### src/rtl/spi_controller.sv
// SPI mode-0 initiator: one valid/ready request -> one 16-bit nCS-framed write.
// Define SPI_CTRL_READBACK_EN to add CIPO capture of the data phase into rd_data.
module spi_controller #(
  parameter int CLK_DIV = 4,
  parameter int CS_IDLE = 4
) (
  input  logic       clk,
  input  logic       rst_n,
  input  logic       req_valid,
  output logic       req_ready,
  input  logic       req_write,
  input  logic [6:0] req_addr,
  input  logic [7:0] req_wdata,
  output logic       busy,
  output logic       done,
  output logic       SCLK,
  output logic       COPI,
  output logic       nCS
`ifdef SPI_CTRL_READBACK_EN
  ,
  input  logic       CIPO,
  output logic [7:0] rd_data
`endif
);

  localparam int CMAX = (CLK_DIV > CS_IDLE) ? CLK_DIV : CS_IDLE;
  localparam int CW   = (CMAX > 1) ? $clog2(CMAX) : 1;

  localparam logic [CW-1:0] DIV_LAST = CW'(CLK_DIV - 1);
  localparam logic [CW-1:0] GAP_LAST = CW'(CS_IDLE - 1);
  localparam logic [CW-1:0] GAP_DONE = CW'(CS_IDLE - 2);

  typedef enum logic [2:0] {
    IDLE,
    SETUP,
    HIGH,
    LOW,
    HOLD,
    GAP
  } state_e;

  state_e          state_q, state_d;
  logic [CW-1:0]   div_q, div_d;
  logic [4:0]      bit_q, bit_d;
  logic [15:0]     sr_q, sr_d;
  logic            sclk_q, sclk_d;
  logic            copi_q, copi_d;
  logic            ncs_q, ncs_d;
  logic            done_q, done_d;
  logic            rdy_q, rdy_d;
  logic            div_end;

`ifdef SPI_CTRL_READBACK_EN
  logic            cipo_m_q, cipo_s_q;
  logic [7:0]      rsh_q, rsh_d;
  logic [7:0]      rd_q, rd_d;
`endif

  assign div_end = (div_q == DIV_LAST);

  always_comb begin
    state_d = state_q;
    div_d   = div_q + CW'(1);
    bit_d   = bit_q;
    sr_d    = sr_q;
    sclk_d  = sclk_q;
    copi_d  = copi_q;
    ncs_d   = ncs_q;
    done_d  = 1'b0;
    rdy_d   = rdy_q;
`ifdef SPI_CTRL_READBACK_EN
    rsh_d   = rsh_q;
    rd_d    = rd_q;
`endif
    case (state_q)
      IDLE: begin
        div_d = '0;
        if (req_valid) begin
          state_d = SETUP;
          sr_d    = {req_write, req_addr, req_wdata};
          copi_d  = req_write;
          ncs_d   = 1'b0;
          rdy_d   = 1'b0;
          bit_d   = '0;
        end
      end
      SETUP, LOW: begin
        if (div_end) begin
          state_d = HIGH;
          div_d   = '0;
          sclk_d  = 1'b1;
          bit_d   = bit_q + 5'd1;
        end
      end
      HIGH: begin
        if (div_end) begin
          div_d  = '0;
          sclk_d = 1'b0;
`ifdef SPI_CTRL_READBACK_EN
          // bits 8..15 (edges 9..16) carry the peripheral's data byte
          if (bit_q >= 5'd9) rsh_d = {rsh_q[6:0], cipo_s_q};
`endif
          if (bit_q == 5'd16) begin
            state_d = HOLD;
            copi_d  = 1'b0;
          end else begin
            state_d = LOW;
            sr_d    = {sr_q[14:0], 1'b0};
            copi_d  = sr_q[14];
          end
        end
      end
      HOLD: begin
        if (div_end) begin
          state_d = GAP;
          div_d   = '0;
          ncs_d   = 1'b1;
        end
      end
      GAP: begin
        if (div_q == GAP_DONE) begin
          done_d = 1'b1;
`ifdef SPI_CTRL_READBACK_EN
          rd_d   = rsh_q;
`endif
        end
        if (div_q == GAP_LAST) begin
          state_d = IDLE;
          div_d   = '0;
          rdy_d   = 1'b1;
        end
      end
      default: begin
        state_d = IDLE;
        div_d   = '0;
        sclk_d  = 1'b0;
        copi_d  = 1'b0;
        ncs_d   = 1'b1;
        rdy_d   = 1'b1;
      end
    endcase
  end

  always_ff @(posedge clk or negedge rst_n) begin
    if (!rst_n) begin
      state_q <= IDLE;
      div_q   <= '0;
      bit_q   <= '0;
      sr_q    <= '0;
      sclk_q  <= 1'b0;
      copi_q  <= 1'b0;
      ncs_q   <= 1'b1;
      done_q  <= 1'b0;
      rdy_q   <= 1'b1;
    end else begin
      state_q <= state_d;
      div_q   <= div_d;
      bit_q   <= bit_d;
      sr_q    <= sr_d;
      sclk_q  <= sclk_d;
      copi_q  <= copi_d;
      ncs_q   <= ncs_d;
      done_q  <= done_d;
      rdy_q   <= rdy_d;
    end
  end

`ifdef SPI_CTRL_READBACK_EN
  always_ff @(posedge clk or negedge rst_n) begin
    if (!rst_n) begin
      cipo_m_q <= 1'b0;
      cipo_s_q <= 1'b0;
      rsh_q    <= '0;
      rd_q     <= '0;
    end else begin
      cipo_m_q <= CIPO;
      cipo_s_q <= cipo_m_q;
      rsh_q    <= rsh_d;
      rd_q     <= rd_d;
    end
  end

  assign rd_data = rd_q;
`endif

  assign req_ready = rdy_q;
  assign busy      = ~rdy_q;
  assign done      = done_q;
  assign SCLK      = sclk_q;
  assign COPI      = copi_q;
  assign nCS       = ncs_q;

endmodule

### config.mk
export PLATFORM = sky130hd
export DESIGN_NAME = spi_controller
export DESIGN_NICKNAME = d
export VERILOG_FILES = /design/src/rtl/spi_controller.sv
export SDC_FILE = /design/constraint.sdc
export NUM_CORES = 1
export LEC_CHECK = 0
export CORE_ASPECT_RATIO = 1.4
export CORE_MARGIN = 4
export CORE_UTILIZATION = 57
export CTS_CLUSTER_SIZE = 25
export DETAILED_ROUTE_END_ITERATION = 8
export PLACE_DENSITY = 0.82
export SYNTH_ARGS = -nofsm -noshare
export SYNTH_HDL_FRONTEND = slang
export SYNTH_SLANG_ARGS = --single-unit
### constraint.sdc
create_clock -name clk -period 3.6 [get_ports clk]
set_input_delay 0.72 -clock clk [delete_from_list [all_inputs] [get_ports clk]]
set_output_delay 0.72 -clock clk [all_outputs]
set_load 0.01 [all_outputs]
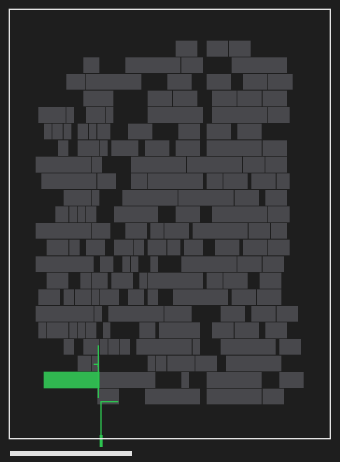
(images/port_nets.png)
Bar = 20 um.
| colour | port | bits | direction | edge | end cells | buffers | wire |
|---|---|---|---|---|---|---|---|
| green | SCLK | 1 | output | bottom | 1 | 1 | 17.9 um |
count of input and output buffers: 24
boundary pin count: 25

==> run summary <==
Here are the numbers from the latest Yosys + OpenROAD run.

Across every metal layer, demand over resource in global routing totals 18.0%. The clock skew is 4.48 ps. Non-clock buffers in the final layout number 25.

The cell family contributing the most delay on the critical path is AND-OR/OR-AND gates. The worst setup path is of the in2reg kind. The clock buffer count in the final layout came out at 7.

The main area contributors are sky130_fd_sc_hd__dfrtp_1 44%, sky130_fd_sc_hd__mux2_2 21%, sky130_fd_sc_hd__dfstp_2 3.3%, sky130_fd_sc_hd__ha_1 3.2%, sky130_fd_sc_hd__a21oi_1 2.2%. Summing over every cut layer, the via total after detailed routing is 1101. The launch point of the worst min-delay path is recorded as div_q[0]. The synthesis stat section lists a flop and latch total of 30. Yosys mapped a number of flops with a built-in enable equal to 0.

The multi-input combinational area share came out at 39.8%. The clock insertion delay at the later pin of the skew report is 330 ps. The logs give a warning total of 28. The flow ran to the end, and the final reports show no timing, DRC or antenna violations. For the worst setup path, the data arrival time is 2470 ps. Between the synthesized netlist and the finished layout, the area growth was recorded as 20.0%.

The power report puts the leakage power at 0.836 nW. The clock group power came out at 207 uW. The post-synthesis average cell area is 11.7 um2.

Per the GRT congestion report, total overflow comes to 0.
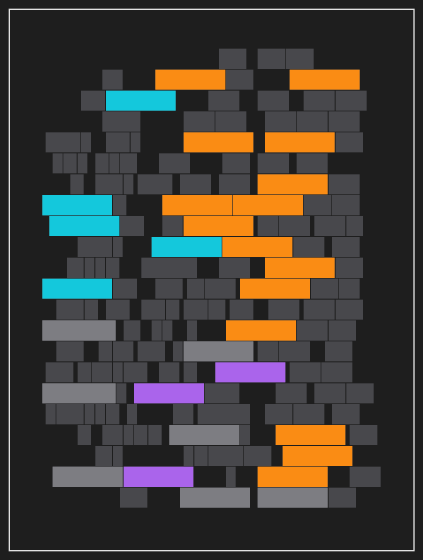
(images/registers.png)
Other sequential cells in the stronger grey, the rest of the logic in the fainter grey.
| colour | signal | placed flops |
|---|---|---|
| purple | state_q | 3 |
| cyan | bit_q | 5 |
| orange | sr_q | 15 |
register fraction of the total cell area: 39.8%
sequential cell area in the final layout: 753 um2

Power figures rest on the tool's default switching activity, not on a simulated workload.
